**config.mk**
```make
export PLATFORM = sky130hd
export DESIGN_NAME = mips_next_pc_unit
export DESIGN_NICKNAME = d
export VERILOG_FILES = /design/src/rtl/mips_next_pc_unit.sv
export SDC_FILE = /design/constraint.sdc
export NUM_CORES = 1
export LEC_CHECK = 0
export CELL_PAD_IN_SITES_DETAIL_PLACEMENT = 2
export CELL_PAD_IN_SITES_GLOBAL_PLACEMENT = 2
export CORE_ASPECT_RATIO = 0.75
export CORE_MARGIN = 2
export CORE_UTILIZATION = 26
export CTS_CLUSTER_SIZE = 28
export DETAILED_ROUTE_END_ITERATION = 8
export GPL_TIMING_DRIVEN = 0
export PLACE_DENSITY_LB_ADDON = 0.2
export SLEW_MARGIN = 10
export SYNTH_ARGS = -nofsm -noshare
export SYNTH_HDL_FRONTEND = slang
export SYNTH_SLANG_ARGS = --single-unit
```
**constraint.sdc**
```tcl
create_clock -name clk -period 6 [get_ports clk]
set_clock_uncertainty 0.05 [all_clocks]
set_input_delay 0.6 -clock clk [delete_from_list [all_inputs] [get_ports clk]]
set_output_delay 0.6 -clock clk [all_outputs]
set_load 0.05 [all_outputs]
```
**src/rtl/mips_next_pc_unit.sv**
```systemverilog
// ---------------------------------------------------------------------------
// mips_next_pc_unit
//
// Program-counter register and next-PC generator for the fetch stage.
// Selects between sequential, branch, jump and jump-register targets, drives
// a fetch request handshake, honours a hazard stall and traps misaligned
// jump-register targets into a sticky error state.
//
// Optional feature (compile-time macro MIPS_NPC_RAS_EN): a circular
// return-address stack that records JAL/JALR return addresses and checks
// them against JR returns. Without the macro, ras_top and ras_mismatch are
// tied to 0 and link/ret_hint are ignored.
//
// Ports:
//   clk           rising-edge clock
//   rst_n         asynchronous active-low reset
//   fetch_ready   instruction memory accepts the current pc
//   stall         hazard hold, pc does not advance
//   sel           next-pc source: 00 seq, 01 branch, 10 jump, 11 jump-register
//   br_taken      branch condition, qualifies sel=01
//   imm           branch word offset (sign-extended)
//   jidx          jump instruction index
//   jr_addr       register jump target
//   link          current jump is JAL/JALR (push hint)
//   ret_hint      current JR is a return (pop hint)
//   err_clr       clears the sticky misalignment error
//   pc            current fetch address
//   pc_plus       pc + instruction size
//   fetch_valid   pc is a valid fetch request
//   redirect      pulse: last pc update was non-sequential
//   misalign_err  sticky misaligned jump-register flag
//   ras_top       predicted return address (0 when empty)
//   ras_mismatch  pulse: popped prediction differed from jr_addr
// ---------------------------------------------------------------------------
module mips_next_pc_unit #(
  parameter int unsigned       ADDR_W    = 32,
  parameter int unsigned       IDX_W     = 26,
  parameter int unsigned       ALIGN     = 2,
  parameter int unsigned       IMM_W     = 16,
  parameter logic [ADDR_W-1:0] RESET_PC  = '0,
  parameter int unsigned       RAS_DEPTH = 4
) (
  input  logic              clk,
  input  logic              rst_n,
  input  logic              fetch_ready,
  input  logic              stall,
  input  logic [1:0]        sel,
  input  logic              br_taken,
  input  logic [IMM_W-1:0]  imm,
  input  logic [IDX_W-1:0]  jidx,
  input  logic [ADDR_W-1:0] jr_addr,
  input  logic              link,
  input  logic              ret_hint,
  input  logic              err_clr,
  output logic [ADDR_W-1:0] pc,
  output logic [ADDR_W-1:0] pc_plus,
  output logic              fetch_valid,
  output logic              redirect,
  output logic              misalign_err,
  output logic [ADDR_W-1:0] ras_top,
  output logic              ras_mismatch
);

  // Masks are used instead of part-selects so that ALIGN=0 and
  // ADDR_W == IDX_W+ALIGN both elaborate cleanly.
  localparam logic [ADDR_W-1:0] INSN_BYTES = ADDR_W'(1) << ALIGN;
  localparam logic [ADDR_W-1:0] ALIGN_MASK = INSN_BYTES - ADDR_W'(1);
  localparam logic [ADDR_W-1:0] REGION_MASK =
    ~((ADDR_W'(1) << (IDX_W + ALIGN)) - ADDR_W'(1));

  typedef enum logic [1:0] {
    ST_INIT = 2'd0,
    ST_RUN  = 2'd1,
    ST_TRAP = 2'd2
  } state_t;

  state_t            state;
  logic              adv;
  logic              jr_bad;
  logic              nonseq;
  logic [ADDR_W-1:0] br_off;
  logic [ADDR_W-1:0] br_tgt;
  logic [ADDR_W-1:0] jmp_tgt;
  logic [ADDR_W-1:0] next_pc;

  assign pc_plus = pc + INSN_BYTES;
  assign adv     = fetch_valid & fetch_ready & ~stall;
  assign jr_bad  = (sel == 2'b11) && ((jr_addr & ALIGN_MASK) != '0);

  always_comb begin
    br_off  = {{(ADDR_W-IMM_W){imm[IMM_W-1]}}, imm} << ALIGN;
    br_tgt  = pc_plus + br_off;
    jmp_tgt = (pc_plus & REGION_MASK) | (ADDR_W'(jidx) << ALIGN);
    next_pc = pc_plus;
    nonseq  = 1'b0;
    unique case (sel)
      2'b00: begin
        next_pc = pc_plus;
        nonseq  = 1'b0;
      end
      2'b01: begin
        next_pc = br_taken ? br_tgt : pc_plus;
        nonseq  = br_taken;
      end
      2'b10: begin
        next_pc = jmp_tgt;
        nonseq  = 1'b1;
      end
      2'b11: begin
        next_pc = jr_addr;
        nonseq  = 1'b1;
      end
      default: begin
        next_pc = pc_plus;
        nonseq  = 1'b0;
      end
    endcase
  end

  // INIT spends one edge with fetch_valid low before RUN; leaving TRAP goes
  // back through INIT so the error clears one edge before fetch resumes.
  // A misaligned JR that coincides with err_clr leaves the error clear and
  // the pc held (the bad target is never loaded).
  always_ff @(posedge clk or negedge rst_n) begin
    if (!rst_n) begin
      state        <= ST_INIT;
      pc           <= RESET_PC;
      fetch_valid  <= 1'b0;
      redirect     <= 1'b0;
      misalign_err <= 1'b0;
    end else begin
      redirect <= 1'b0;
      unique case (state)
        ST_INIT: begin
          state       <= ST_RUN;
          fetch_valid <= 1'b1;
        end
        ST_RUN: begin
          if (adv) begin
            if (jr_bad) begin
              if (!err_clr) begin
                state        <= ST_TRAP;
                misalign_err <= 1'b1;
                fetch_valid  <= 1'b0;
              end
            end else begin
              pc       <= next_pc;
              redirect <= nonseq;
            end
          end
        end
        ST_TRAP: begin
          if (err_clr) begin
            state        <= ST_INIT;
            misalign_err <= 1'b0;
          end
        end
        default: begin
          state        <= ST_INIT;
          fetch_valid  <= 1'b0;
          misalign_err <= 1'b0;
        end
      endcase
    end
  end

`ifdef MIPS_NPC_RAS_EN
  localparam int unsigned RAS_AW = (RAS_DEPTH > 1) ? $clog2(RAS_DEPTH) : 1;
  localparam int unsigned RAS_CW = $clog2(RAS_DEPTH + 1);

  logic [ADDR_W-1:0] ras_mem [RAS_DEPTH];
  logic [RAS_AW-1:0] ras_ptr;
  logic [RAS_AW-1:0] ras_ptr_inc;
  logic [RAS_AW-1:0] ras_ptr_dec;
  logic [RAS_CW-1:0] ras_cnt;
  logic              do_push;
  logic              do_pop;

  // ras_ptr always addresses the current top entry; the power-of-two depth
  // lets the pointer wrap naturally so a push when full overwrites the oldest.
  always_comb begin
    ras_ptr_inc = ras_ptr + 1'b1;
    ras_ptr_dec = ras_ptr - 1'b1;
    do_push     = adv & sel[1] & link;
    do_pop      = adv & (sel == 2'b11) & ret_hint & (ras_cnt != '0);
  end

  assign ras_top = (ras_cnt == '0) ? '0 : ras_mem[ras_ptr];

  always_ff @(posedge clk or negedge rst_n) begin
    if (!rst_n) begin
      ras_ptr      <= '0;
      ras_cnt      <= '0;
      ras_mismatch <= 1'b0;
      for (int unsigned i = 0; i < RAS_DEPTH; i++) begin
        ras_mem[i] <= '0;
      end
    end else begin
      ras_mismatch <= do_pop && (ras_mem[ras_ptr] != jr_addr);
      unique case ({do_pop, do_push})
        2'b10: begin
          ras_ptr <= ras_ptr_dec;
          ras_cnt <= ras_cnt - 1'b1;
        end
        2'b01: begin
          ras_ptr              <= ras_ptr_inc;
          ras_mem[ras_ptr_inc] <= pc_plus;
          if (ras_cnt != RAS_CW'(RAS_DEPTH)) begin
            ras_cnt <= ras_cnt + 1'b1;
          end
        end
        // Pop then push lands the new entry in the slot just vacated.
        2'b11: begin
          ras_mem[ras_ptr] <= pc_plus;
        end
        default: begin
        end
      endcase
    end
  end
`else
  logic unused_ras_hints;
  assign unused_ras_hints = link ^ ret_hint;
  assign ras_top          = '0;
  assign ras_mismatch     = 1'b0;
`endif

endmodule

```
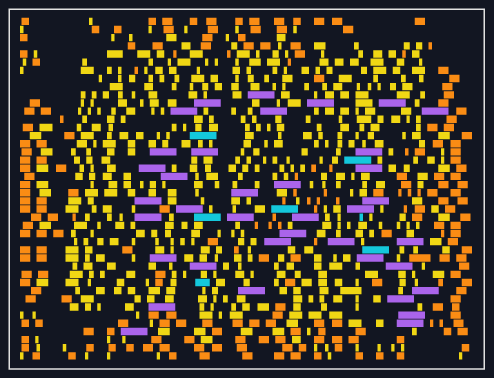
Run 1: placement by cell class
(3 px per um)
Key: flops = purple [cells 37, share of their area 15%]; clock drivers and dummy loads = cyan [cells 7, share of their area 2.2%]; combinational and other logic = yellow [cells 518, share of their area 54%]; other buffers and delay cells = orange [cells 216, share of their area 30%]
placeable core region: 17500 um2
proportion of cell area occupied by registers: 0.1387
Finished Cell Area: 6678 um2
FP Rows: 42

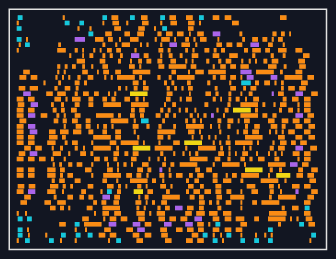
Run 1: cells by drive strength
(2 px per um)
Key: _0 and _1 cells = orange [cells 703, most used clkdlybuf4s50_1]; _6 and larger = yellow [cells 7, most used clkbuf_16]; _3 and _4 cells = cyan [cells 37, most used buf_4]; _2 cells = purple [cells 31, most used mux2_2]

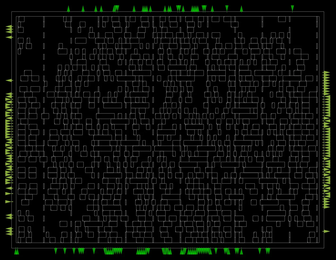
Run 1: cell placement
utilization of the core after routing: 0.3816
post-route non-filler standard cell count: 1020
well-tap cell count: 242

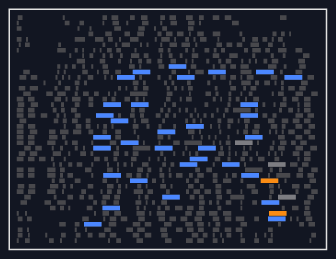
Run 1: register map, names as in the netlist
(2 px per um) Other sequential cells in the stronger gray, the rest of the logic in the fainter gray.
Key: state = orange [placed flops 2]; pc = blue [placed flops 32]
Another 3 sequential cells are not colored.
Register Area: 925.9 um2
Power Sequential: 0.529 mW

==> metrics.log, run 1 <==
[report] extracting results
[metrics] global routing usage summed across all routing layers: 0.2310
[metrics] mux contribution to synthesized area: 0.06452
[metrics] Hold Path Class: in2async
[metrics] measured slew at the worst slew-check pin: 0.9344 ns
[metrics] first-pass GRT wire length: 33.20 mm
[metrics] Place WS: roughly 1.2 ns
[metrics] first drt pass iteration count: 4
[metrics] Critical Path RT: 6.15 ns
[metrics] initial antenna violation count: 0
[metrics] Max clock buf depth: 2
[metrics] logic gate fraction of the total cell area: 0.5033
[metrics] Avg Vias per Cell: 5.119
[metrics] area share of fa/ha/maj cells after synthesis: 0.09650
[metrics] number of buffers created by CTS: 5
[metrics] top logic cell by instance count in the layout: sky130_fd_sc_hd__clkdlybuf4s50_1
[metrics] static leakage: 2.765 nW
[metrics] cell internal power dissipation: 1.506 mW
[metrics] buffers inserted by post-CTS timing repair: 0
[metrics] grt total ovfl: 0
[metrics] combinational-cell power consumption: between 2 and 3 mW
[metrics] total number of H-tree levels: 2
[metrics] routing usage on met1: 0.3211
[metrics] summed instance area of the synthesized netlist: 4616 um2
[metrics] capturing element type of the critical path: flop
[metrics] maximum operating frequency: 203.7 MHz
[metrics] clock tree root driver cell: sky130_fd_sc_hd__clkbuf_16
[metrics] Buffers, non-clock: 216
[metrics] post-synthesis sequential element count: 37
[metrics] largest net degree at the start of global routing: 32
[metrics] synth-to-layout area growth: 44.67%
[metrics] gp weighted congestion: around 0.8
[metrics] GR Layer Usage met2: 0.3864
[metrics] boundary pin count: around 180
[metrics] sequential element share of the synthesized area: 0.2006
[metrics] highest-count cells in the layout ignoring fill and taps: 147 x sky130_fd_sc_hd__clkdlybuf4s50_1, 52 x sky130_fd_sc_hd__nor2_1, 49 x sky130_fd_sc_hd__nand2_1, 42 x sky130_fd_sc_hd__a21oi_1, 37 x sky130_fd_sc_hd__dfrtp_1
[metrics] die extent in y: between 100 and 150 um
[metrics] total count of hold-check failures in the final report: 0
[metrics] number of buffers added on ports: 148
[metrics] critical path cell sequence: buf_2 -> and4_1 -> nand3_1 -> nor3_1 -> nand2_1 -> nor2_1 -> xor2_1 -> ha_1 -> clkbuf_1 -> nand2_1 -> o21ai_0 -> nor3_1 -> a32oi_1 -> a311oi_1 -> xnor2_1 -> nand2_1 -> xor2_1 -> o31ai_1
[metrics] power per standard cell area: 549.2 nW/um2
[metrics] Total Power Consumption: 3.668 mW
[metrics] number of buffers and inverters on the critical path: 2
[metrics] area used by multi-input combinational logic: 3361 um2
[metrics] dominant kind of combinational cell: AND-OR/OR-AND gates
[metrics] clock network fraction of total power: 0.076
[metrics] switching pwr: between 2 and 2.5 mW
[metrics] residual antenna-violating net count after detailed routing: 0
[metrics] power group with the largest share: combinational logic
[metrics] portion of the layout cell area used by non-clock buffers: 0.2818
[metrics] share of synthesized cell area in and-or and or-and compound cells: 0.2537
[metrics] quantity of hold-fixing buffers added after cts: 0
[metrics] Crit Path Class: reg2reg
[metrics] final-layout clock buffer total: 7
[metrics] fill count: 2026
[metrics] summed standard-cell area reported by yosys: 4616 um2
[metrics] result of the run: finished, final reports clean
[metrics] post-synthesis cell type with the largest combined area: sky130_fd_sc_hd__dfrtp_1
[metrics] vias in the first global route: 5774
[metrics] data arrival time of the critical path: 5.06 ns
[metrics] relative max-transition margin: 0.3771
[metrics] number of standard cells reported by yosys: 590
[metrics] DR WL/cell: 21.18 um
[metrics] count of mapped cells out of synthesis: between 500 and 600
[run 1: Yosys cell counts (all sizes together), types with 17 or more instances]
cell type,instances
xnor2,32
nand3,17
inv,17
nor2,52
a21oi,42
clkbuf,28
o21ai,38
nand2,49
xor2,22
dfrtp,37
mux2,22
ha,34
buf,39
[run 1: path summary, 6_finish.rpt]
check	slack, ns	cells after the start	start	end
max in group asynchronous	5.37	2	rst_n	pc[22]
min in group clk	0.46	1	state[1]	state[0]
min reg2reg	0.46	1	state[1]	state[0]
max	1.09	18	pc[11]	pc[31]
min	0.1	1	rst_n	pc[1]
max reg2reg	1.09	18	pc[11]	pc[31]
[run 1: state kept, by name, summed over array words and instances (netlist names)]
name          count
pc               32
state             2
fetch_valid       1
misalign_err      1
redirect          1
==> run 2: changes to the inputs <==
--- a/config.mk
+++ b/config.mk
@@ -9,7 +9,7 @@
 export CELL_PAD_IN_SITES_GLOBAL_PLACEMENT = 2
 export CORE_ASPECT_RATIO = 0.75
 export CORE_MARGIN = 2
-export CORE_UTILIZATION = 26
+export CORE_UTILIZATION = 24
 export CTS_CLUSTER_SIZE = 28
 export DETAILED_ROUTE_END_ITERATION = 8
 export GPL_TIMING_DRIVEN = 0
==> constraint.sdc (replaced) <==
create_clock -name clk -period 5.1 [get_ports clk]
set_clock_uncertainty 0.05 [all_clocks]
set_input_delay 0.51 -clock clk [delete_from_list [all_inputs] [get_ports clk]]
set_output_delay 0.51 -clock clk [all_outputs]
set_load 0.05 [all_outputs]
==> metrics.log, run 2 <==
[report] extracting results
[metrics] register with the most flip-flops: pc
[metrics] boundary pin count: 184 (unchanged)
[metrics] buffers inserted by post-CTS timing repair: 0 (unchanged)
[metrics] summed standard-cell area reported by yosys: 4616 um2 (unchanged)
[metrics] first element of the critical path: pc[11]
[metrics] Avg Vias per Cell: 5.103 (-0.30%)
[metrics] worst r2r src: pc[11]
[metrics] critical path cell sequence: buf_2 -> and4_1 -> nand3_1 -> or4_1 -> buf_2 -> xnor2_1 -> ha_1 -> a21oi_2 -> inv_1 -> nor2_1 -> a32oi_1 -> a311oi_1 -> xnor2_1 -> nand2_1 -> xor2_1 -> o31ai_1
[metrics] relative max-transition margin: 0.3702 (-0.006897)
[metrics] post-synthesis sequential element count: 37 (unchanged)
[metrics] routing usage on met1: 0.3026 (-0.01850)
[metrics] post-detailed-placement half-perimeter wirelength: 18.08 mm
[metrics] Hold Path Class: in2async
[metrics] number of buffers added on ports: 148 (unchanged)
[metrics] grt total ovfl: 0 (unchanged)
[metrics] global routing usage summed across all routing layers: 0.2156 (-0.01538)
[metrics] residual antenna-violating net count after detailed routing: 0 (unchanged)
[metrics] Total Power Consumption: 4.393 mW (+20%)
[metrics] share of synthesized cell area in and-or and or-and compound cells: 0.2537 (unchanged)
[metrics] first drt pass iteration count: 5 (+1)
[metrics] gp weighted congestion: 0.8772 (+7.3%)
[metrics] end point of the critical path: pc[31]
[metrics] Synth top cells by count: 52 x sky130_fd_sc_hd__nor2_1, 49 x sky130_fd_sc_hd__nand2_1, 42 x sky130_fd_sc_hd__a21oi_1, 37 x sky130_fd_sc_hd__dfrtp_1, 35 x sky130_fd_sc_hd__buf_4
[metrics] mux contribution to synthesized area: 0.06452 (unchanged)
[metrics] number of standard cells reported by yosys: 590 (unchanged)
[metrics] largest net degree at the start of global routing: 20 (-38%)
[metrics] worst r2r path cells: 16 (-2)
[metrics] quantity of hold-fixing buffers added after cts: 0 (unchanged)
[metrics] Critical Path RT: 5.23 ns (-0.92 ns)
[metrics] power per standard cell area: 651.7 nW/um2 (+19%)
[metrics] power group with the largest share: combinational logic
[metrics] area share of fa/ha/maj cells after synthesis: 0.09650 (unchanged)
[metrics] total number of H-tree levels: 2 (unchanged)
[metrics] Max clock buf depth: 2 (unchanged)
[metrics] capturing element type of the critical path: flop
[metrics] die width: 164.1 um
[metrics] data arrival time of the critical path: 4.91 ns (-0.15 ns)
[metrics] number of flip-flops in the largest register: 32 (unchanged)
[metrics] number of buffers created by CTS: 5 (unchanged)
[metrics] registers with the highest flip-flop counts: pc: 32 flops, state: 2 flops
[metrics] Finished Cell Area: 6741 um2 (+0.96%)
[metrics] Place WS: 0.1990 ns (-1.051 ns)
[metrics] synth-to-layout area growth: 46.06%
[metrics] end of the worst register-to-register path: pc[31]
[metrics] post-synthesis cell type with the largest combined area: sky130_fd_sc_hd__dfrtp_1
[metrics] top logic cell by instance count in the layout: sky130_fd_sc_hd__clkdlybuf4s50_1
[metrics] clock tree root driver cell: sky130_fd_sc_hd__clkbuf_16
[metrics] count leader, synth: sky130_fd_sc_hd__nor2_1
[metrics] initial antenna violation count: 0 (unchanged)
[metrics] number of buffers and inverters on the critical path: 3 (+1)
[metrics] count of mapped cells out of synthesis: 590 (unchanged)
[metrics] die extent in y: 124.1 um (+3.9%)
[metrics] sequential element share of the synthesized area: 0.2006 (unchanged)
[metrics] summed instance area of the synthesized netlist: 4616 um2 (unchanged)
[metrics] switching pwr: 2.566 mW (+19%)
[metrics] number of gates on the worst path with buffers counted: 16 (-2)
[metrics] dominant kind of combinational cell: AND-OR/OR-AND gates
[metrics] clock network fraction of total power: 0.087 (+0.011)
[metrics] vias in the first global route: 5604 (-2.9%)
[metrics] cell internal power dissipation: 1.827 mW (+21%)
[metrics] maximum operating frequency: 209.1 MHz (+2.7%)
[metrics] result of the run: finished, final reports clean
[metrics] GR Layer Usage met2: 0.3617 (-0.02475)
==> run 2: cell counts after synthesis <==
No cell type changed its count.
==> run 2: cells by family after synthesis <==
group                    after synthesis
AND-OR/OR-AND                        178
XOR/XNOR                              54
adder cells (fa/ha/maj)               35
buffers and inverters                 84
flip-flops                            37
multiplexers                          27
other                                  1
AND/OR/NAND/NOR                      174
==> run 2: layout make-up <==
class,instances,area (um2),share of cell area
Multi-Input combinational cell,501,3377,0.5009
Timing Repair Buffer,149,1504,0.2231
Sequential cell,37,925.9,0.1373
Buffer,67,385.4,0.05716
Tap cell,247,309.0,0.04584
Clock buffer,6,138.9,0.02060
Inverter,17,63.81,0.009465
Clock inverter,2,37.54,0.005568
==> run 2: repair_timing <==
action	4_1_cts	5_1_grt
resized	0	3
endpoints found under the setup margin	0	2
endpoints found under the hold margin	0	0
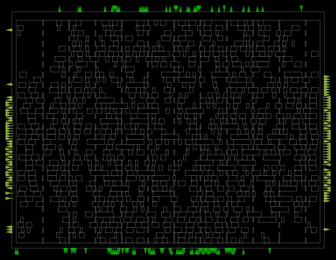
Run 2: cell placement
FP Rows: 43
utilization of the core after routing: 0.3611
placeable core region: 18670 um2
proportion of cell area occupied by registers: 0.1373
fill count: 2146

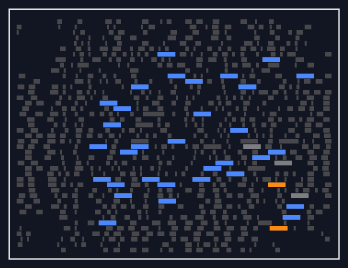
Run 2: register map, names as in the netlist
(2 px per um) Other sequential cells in the stronger gray, the rest of the logic in the fainter gray.
Key: state = orange [placed flops 2]; pc = blue [placed flops 32]
Another 3 sequential cells are not colored.
Power Sequential: 0.631 mW

==> run 3: changes to the inputs <==
--- a/config.mk
+++ b/config.mk
@@ -5,6 +5,8 @@
 export SDC_FILE = /design/constraint.sdc
 export NUM_CORES = 1
 export LEC_CHECK = 0
+export ABC_AREA = 0
+export CAP_MARGIN = 20
 export CELL_PAD_IN_SITES_DETAIL_PLACEMENT = 2
 export CELL_PAD_IN_SITES_GLOBAL_PLACEMENT = 2
 export CORE_ASPECT_RATIO = 0.75
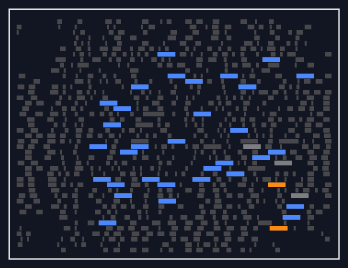
Run 3: register map, names as in the netlist
(2 px per um) Other sequential cells in the stronger gray, the rest of the logic in the fainter gray.
Key: pc = blue [placed flops 32]; state = orange [placed flops 2]

==> metrics.log, run 3 <==
[report] extracting results
[metrics] result of the run: finished, final reports clean
[metrics] vias after detailed routing: 5236
[metrics] Hold Path Class: in2async
[metrics] number of buffers added on ports: 148 (unchanged)
[metrics] GR Layer Usage met2: 0.3617 (unchanged)
[metrics] clock slew at reported path FFs: 0.06 ns
[metrics] Cell Count Post-Placement: slightly above 1000
[metrics] number of max-slew violations in the final report: 0
[metrics] power share of the sequential group: 0.144
[metrics] buffers inserted by post-CTS timing repair: 0 (unchanged)
[metrics] placed cell area: 6549 um2
[metrics] post-synthesis cell type with the largest combined area: sky130_fd_sc_hd__dfrtp_1
[metrics] Yosys warnings: 0
[metrics] utilization of the core after routing: 0.3611 (unchanged)
[metrics] combinational group share of total power: 0.769
[metrics] critical path cell sequence: buf_2 -> and4_1 -> nand3_1 -> or4_1 -> buf_2 -> xnor2_1 -> ha_1 -> a21oi_2 -> inv_1 -> nor2_1 -> a32oi_1 -> a311oi_1 -> xnor2_1 -> nand2_1 -> xor2_1 -> o31ai_1
[metrics] Async SR Flop Fraction: 1.000
[metrics] clock tree root driver cell: sky130_fd_sc_hd__clkbuf_16
[metrics] share of Yosys cell area claimed by the top area cell type: 0.2006
[metrics] largest vdd supply drop: between 0.0003 and 0.0004 V
[metrics] power group with the largest share: combinational logic
[metrics] Crit Path Class: reg2reg
[metrics] count leader, synth: sky130_fd_sc_hd__nor2_1
[metrics] number of warnings in the stage logs: 32
[metrics] worst r2r path cells: 16 (unchanged)
[metrics] maximum operating frequency: 209.1 MHz (unchanged)
[metrics] longest individual stage delay on the worst path: 0.58 ns
[metrics] number of gates on the worst path with buffers counted: 16 (unchanged)
[metrics] synth-to-layout area growth: 46.06% (unchanged)
[metrics] measured slew at the worst slew-check pin: 0.9447 ns
[metrics] registers with the highest flip-flop counts: pc: 32 flops, state: 2 flops
[metrics] post-synth tally of flip-flops with integrated enable: 0
[metrics] Critical Path RT: 5.23 ns (about the same)
[metrics] Power Sequential: 0.631 mW (about the same)
[metrics] worst r2r src: pc[11]
[metrics] relative max-transition margin: 0.3702 (unchanged)
[metrics] sequential element share of the synthesized area: 0.2006 (unchanged)
[metrics] kind of start point of the critical path: flop
[metrics] summed instance area of the synthesized netlist: 4616 um2 (unchanged)
[metrics] Max clock buf depth: 2 (unchanged)
[metrics] GR Util met3: 0.03630
[metrics] number of standard cells reported by yosys: 590 (unchanged)
[metrics] slowest cell on the critical path: sky130_fd_sc_hd__or4_1
[metrics] vias in the first global route: 5604 (unchanged)
[metrics] # diodes: 0
[metrics] initial antenna violation count: 0 (unchanged)
[metrics] switching pwr: 2.566 mW (unchanged)
[metrics] top post-synthesis cells by area: sky130_fd_sc_hd__dfrtp_1 20%, sky130_fd_sc_hd__ha_1 9.2%, sky130_fd_sc_hd__xnor2_1 5.9%
[metrics] Netlist cell types: 67
[metrics] number of buffers and inverters on the critical path: 3 (unchanged)
[metrics] power per standard cell area: 651.7 nW/um2 (unchanged)
[metrics] routing usage on met1: 0.3026 (unchanged)
[metrics] clock tree from TritonCTS: built
[metrics] uppermost layer routed: met4
[metrics] total of cells resized after clock tree synthesis: 0 (unchanged)
[metrics] FP Rows: 43 (unchanged)
[metrics] first element of the critical path: pc[11]
[metrics] post-detailed-placement half-perimeter wirelength: 18.08 mm (unchanged)
[metrics] boundary pin count: 184 (unchanged)
[metrics] summed standard-cell area reported by yosys: 4616 um2 (unchanged)
[metrics] GR peak layer: met2
[metrics] post-synthesis sequential element count: 37 (unchanged)
[metrics] tightest hold margin: 0.1524 ns
[metrics] final-report setup violation count: 0
[metrics] cell internal power dissipation: 1.827 mW (unchanged)
[metrics] end of the worst register-to-register path: pc[31]
[metrics] grt total ovfl: 0 (unchanged)
[metrics] die width: 164.1 um (unchanged)
[metrics] number of remaining DRC errors: 0
[metrics] total number of H-tree levels: 2 (unchanged)
[metrics] fraction of layout cells with a size suffix above 1: 0.1027
[metrics] unrepaired setup endpoints after global routing: no
[metrics] register-to-register path setup slack: ~0.32 ns
[metrics] fill count: 2146 (unchanged)
[metrics] data arrival time of the critical path: 4.91 ns (about the same)
[metrics] DR WL met3: 1.252 mm
[metrics] Synth top cells by count: 52 x sky130_fd_sc_hd__nor2_1, 49 x sky130_fd_sc_hd__nand2_1, 42 x sky130_fd_sc_hd__a21oi_1, 37 x sky130_fd_sc_hd__dfrtp_1, 35 x sky130_fd_sc_hd__buf_4
[metrics] residual antenna-violating net count after detailed routing: 0 (unchanged)
[metrics] Avg Vias per Cell: 5.103 (unchanged)
[metrics] Total Power Consumption: 4.393 mW (unchanged)
[metrics] clock network fraction of total power: 0.087 (about the same)
[metrics] end point of the critical path: pc[31]
[metrics] global routing usage summed across all routing layers: 0.2156 (unchanged)
[metrics] placeable core region: 18670 um2 (unchanged)
[metrics] net switching fraction of the power: 0.5841
[metrics] Place WS: 0.1990 ns (unchanged)
[metrics] capturing element type of the critical path: flop
[metrics] highest-count cells in the layout ignoring fill and taps: 147 x sky130_fd_sc_hd__clkdlybuf4s50_1, 52 x sky130_fd_sc_hd__nor2_1, 49 x sky130_fd_sc_hd__nand2_1, 41 x sky130_fd_sc_hd__a21oi_1, 37 x sky130_fd_sc_hd__dfrtp_1
[metrics] synthesized area per cell: 7.823 um2
[metrics] first drt pass iteration count: 5 (unchanged)
[metrics] first-pass GRT wire length: 33.23 mm
[metrics] gp weighted congestion: 0.8772 (unchanged)
[metrics] Starting Density: 0.2472
[metrics] static leakage: 2.782 nW
[metrics] Late-Pin Clk Latency: 0.29 ns
[metrics] combinational-cell power consumption: 3.38 mW
[metrics] nets: 897
[metrics] number of flip-flops in the largest register: 32 (unchanged)
[metrics] top logic cell by instance count in the layout: sky130_fd_sc_hd__clkdlybuf4s50_1
[metrics] Max-Cap Viols: 0
[metrics] register with the most flip-flops: pc
[metrics] most used flip-flop cell after synthesis: sky130_fd_sc_hd__dfrtp_1
[metrics] Clk. pwr: around 0.38 mW
[metrics] number of buffers created by CTS: 5 (unchanged)
[metrics] count of mapped cells out of synthesis: 590 (unchanged)
[metrics] highest net fanout along the worst path: 7
[metrics] cell family contributing the most delay on the critical path: simple AND/OR/NAND/NOR gates
[metrics] largest net degree at the start of global routing: 20 (unchanged)
[metrics] time the worst path needs with I/O delays and setup: ~4.8 ns
[metrics] Sinks on Clock Net: 37
[metrics] DR WL/cell: 21.63 um
[metrics] quantity of hold-fixing buffers added after cts: 0 (unchanged)
[metrics] die extent in y: 124.1 um (unchanged)
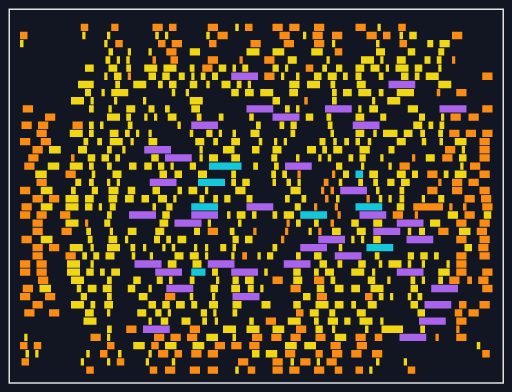
Run 3: placement by cell class
(3 px per um)
Key: flops = purple [cells 37, share of their area 14%]; clock drivers and dummy loads = cyan [cells 8, share of their area 2.7%]; other buffers and delay cells = orange [cells 216, share of their area 29%]; combinational and other logic = yellow [cells 518, share of their area 53%]
Finished Cell Area: 6741 um2

run 3: final cells by class:
| type | count | area [um2] | share of cell area |
|---|---|---|---|
| plain buffers | 67 | 385.4 | 0.05716 |
| inverters | 17 | 63.81 | 0.009465 |
| repair buffers | 149 | 1504 | 0.2231 |
| multi-input cells | 501 | 3377 | 0.5009 |
| clock buffers | 6 | 138.9 | 0.02060 |
| clock inverters | 2 | 37.54 | 0.005568 |
| flip-flops and latches | 37 | 925.9 | 0.1373 |
| well taps | 247 | 309.0 | 0.04584 |
run 3: cells by family after synthesis:
kind of cell	count (synthesis)	share of synthesized area
compound gates	178	0.2537
simple gates	174	0.1824
buf+inv	84	0.09732
xor+xnor	54	0.1041
flops	37	0.2006
fa+ha+maj	35	0.09650
mux	27	0.06452
other cells	1	0.0008124

## Gallery

Metal 3.
shot_01.png
(1.5 px per um)
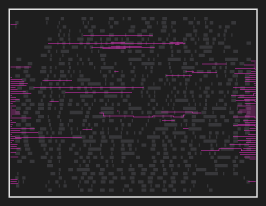
shot_02.png
(2 px per um)
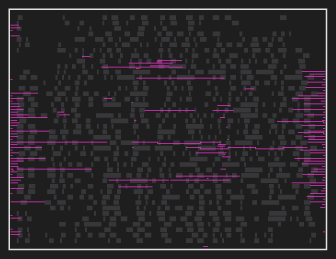
shot_02.png is run 1.
shot_01.png is run 2.

Key to shot_02.png:
123 nets have wire on it. The layer carries 1110 um of wire. The wires run mostly horizontal. The layer holds 5.1% of the routed length.

No activity file was given, so power comes from the tool's default toggle rates.
